$ cat src/rtl/clk_div_pkg.sv
// clk_div_pkg: shared constants, state type and switch-to-ratio encoding for the divider
package clk_div_pkg;
  localparam int MIN_DIV = 2;
  typedef enum logic {STOPPED, RUNNING} state_t;
  function automatic logic [31:0] sel_to_div(input logic [31:0] sel, input int sel_w);
    logic [31:0] r;
    r = '0;
    for (int i = 0; i < 32; i++)
      if (i < sel_w && sel[i]) r = 32'(1) << (sel_w - i);
    return r;
  endfunction
endpackage

$ cat src/rtl/clk_div_prog_div_resolve.sv
// div_resolve: resolves switches / runtime divisor into the requested ratio (0 = stop)
module div_resolve
  import clk_div_pkg::*;
#(
  parameter int CNT_W = 14,
  parameter int SEL_W = 4
) (
  input  logic [SEL_W-1:0] sel,
  input  logic             div_en,
  input  logic [CNT_W-1:0] div_val,
  output logic [CNT_W-1:0] d_req
);
  // runtime divisor wins over switches; divisors below the minimum are clamped up
  always_comb
    d_req = div_en ? ((div_val < CNT_W'(MIN_DIV)) ? CNT_W'(MIN_DIV) : div_val)
                   : CNT_W'(sel_to_div(32'(sel), SEL_W));
endmodule

$ cat src/rtl/clk_div_prog.sv
// clk_div_prog: programmable 50%-duty clock divider with boundary-synchronised ratio changes
module clk_div_prog
  import clk_div_pkg::*;
#(
  parameter int CNT_W = 14,
  parameter int SEL_W = 4
) (
  input  logic             clk_in,
  input  logic             rst,
  input  logic [SEL_W-1:0] sel,
  input  logic             div_en,
  input  logic [CNT_W-1:0] div_val,
  output logic             clk_out,
  output logic             tick,
  output logic [CNT_W-1:0] active_div
);
  state_t           state_q, state_d;
  logic [CNT_W-1:0] cnt, cnt_d, div_d, d_req;
  logic [CNT_W:0]   half;
  logic             clk_d, tick_d, restart, go;

  div_resolve #(.CNT_W(CNT_W), .SEL_W(SEL_W)) u_resolve (
    .sel(sel), .div_en(div_en), .div_val(div_val), .d_req(d_req)
  );

  // a new period starts from STOPPED or at the last count; only then is the request sampled
  always_comb begin
    half    = ({1'b0, active_div} + (CNT_W+1)'(1)) >> 1;
    restart = (state_q == STOPPED) || (cnt == active_div - CNT_W'(1));
    go      = d_req != '0;
    state_d = restart ? (go ? RUNNING : STOPPED) : state_q;
    cnt_d   = restart ? '0 : cnt + CNT_W'(1);
    div_d   = restart ? d_req : active_div;
    clk_d   = restart ? go : (({1'b0, cnt} + (CNT_W+1)'(1)) < half);
    tick_d  = restart && go;
  end

  // state, counter and registered outputs
  always_ff @(posedge clk_in) begin
    if (rst) begin
      state_q    <= STOPPED;
      cnt        <= '0;
      active_div <= '0;
      clk_out    <= 1'b0;
      tick       <= 1'b0;
    end else begin
      state_q    <= state_d;
      cnt        <= cnt_d;
      active_div <= div_d;
      clk_out    <= clk_d;
      tick       <= tick_d;
    end
  end
endmodule

$ cat config.mk
export PLATFORM = sky130hd
export DESIGN_NAME = clk_div_prog
export DESIGN_NICKNAME = d
export VERILOG_FILES = /design/src/rtl/clk_div_pkg.sv /design/src/rtl/clk_div_prog_div_resolve.sv /design/src/rtl/clk_div_prog.sv
export SDC_FILE = /design/constraint.sdc
export NUM_CORES = 1
export LEC_CHECK = 0
export CORE_MARGIN = 2
export CORE_UTILIZATION = 50
export DETAILED_ROUTE_END_ITERATION = 12
export PLACE_DENSITY = 0.77
export SYNTH_ARGS = -nofsm -noshare
export SYNTH_HDL_FRONTEND = slang
export SYNTH_SLANG_ARGS = --single-unit
$ cat constraint.sdc
create_clock -name clk_in -period 2.49 [get_ports clk_in]
set_input_delay 0.6225 -clock clk_in [delete_from_list [all_inputs] [get_ports clk_in]]
set_output_delay 0.6225 -clock clk_in [all_outputs]
set_load 0.01 [all_outputs]
wires.png
The bar under the picture is 20 um long.
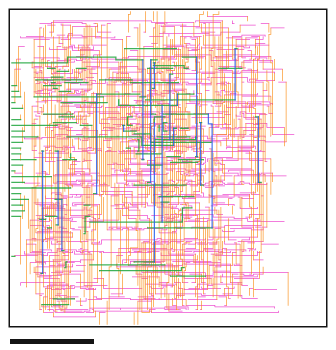
[orange] metal 2 | wire length: 4,420 um
[blue] metal 4 | wire length: 322 um
[magenta] metal 1 | wire length: 3,520 um
[green] metal 3 | wire length: 594 um
total number of vias: 3,035
global-route usage over all layers: 27.6%
routed length per instance: 18.0 um
post-detailed-routing wire length: 8.86 mm

io_placement.png
Pins as bars across the die edge, other pins in grey.
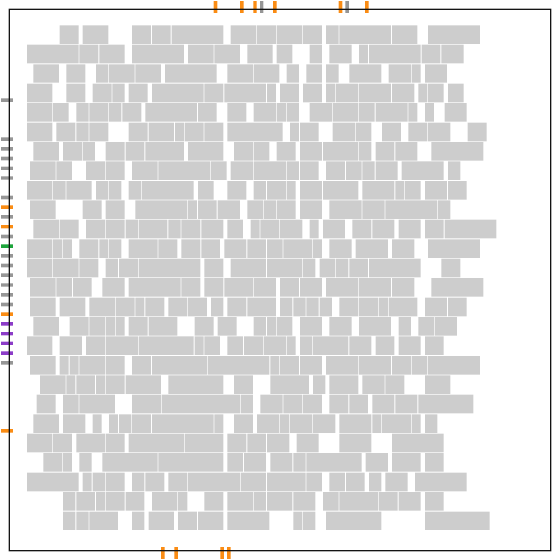
[green] rst | pins: 1 | direction: input | edge: left
[purple] sel | pins: 4 | direction: input | edge: left
[orange] active_div | pins: 14 | direction: output | edge: 6 top, 4 bottom, 4 left
all pins by edge: 25 left, 8 top, 4 bottom
port buffer count: 36
vertical extent of the die: 75.5 um

congestion.png
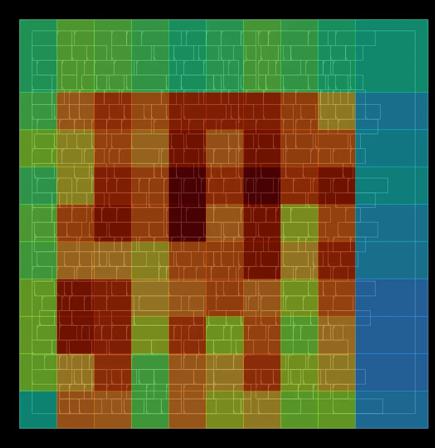
most used routing layer in global routing: met2
Finished Core Util: 77.5%

==> out/summary.log <==
qor: status.outcome complete, but fails checks
qor: status.violations negative setup slack
qor: routing.dr.pass1.iters 7
qor: routing.met2WireLength 4.42 mm
qor: cts.cts_root_buffer clkbuf_8
qor: power.vdd_ir_drop_max 0.421 mV
qor: hold_path.hold_path.class register to register
qor: cells_and_area.final_cell_count_no_fill 491
qor: logic_synthesis.multiplexer_share_of_the_synthesized_area 0%
qor: cells_and_area.seq_area_share 16.4%
qor: timing.post-route-worst-setup-slack -0.297 ns
qor: logic_synthesis.yosysUniqueCellTypes 46
qor: cells_and_area.ratio_of_cells_with_drive_above_1_in_the_final_layout 34.0%
qor: logic_synthesis.yosys.cell_count.top_type nand3_1
qor: routing.wl_met1 3.52 mm
qor: floorplanning.floorplan.io_pins 37
qor: cts.cts_max_level 2
qor: placed_design.dp.final_hpwl 5.61 mm
qor: placed_design.gp_congestion 0.889
qor: logic_synthesis.floorplan.nets 364
qor: cells_and_area.fraction_of_standard_cell_area_in_multi_input_logic 52.1%
qor: timing.setup_viol 31
qor: logic_synthesis.registers_synthesis 31
qor: power.pwr_dens 458 nW/um^2
qor: logic_synthesis.ys_sh_simple 30.1%
qor: worst_setup_path.worst-r2r-cell-count 8
qor: logic_synthesis.post_synth_xor_area_fraction 13.0%
qor: power.power.clock.fraction 29.5%
qor: logic_synthesis.syn-instance-count 327
qor: worst_setup_path.cpLargestDelayFamily simple AND/OR/NAND/NOR gates
qor: placed_design.detailedPlace.worstSlack -0.191 ns
qor: timing.min_period_over_period 112%
qor: cells_and_area.fillerInstances 332
qor: floorplanning.core.rowCount 26
qor: worst_setup_path.cpPeakStageDelay 0.58 ns
qor: power.power_combinational 692 uW
qor: global_routing.grt_overflow_total 0
qor: cts.cts_bufs_inserted 5
qor: cts.cts_tree built
qor: cts.clkLatencyLatePin 0.29 ns
qor: timing.timing.setup.tns -6.89 ns
Power is estimated from default activity; no workload was simulated.
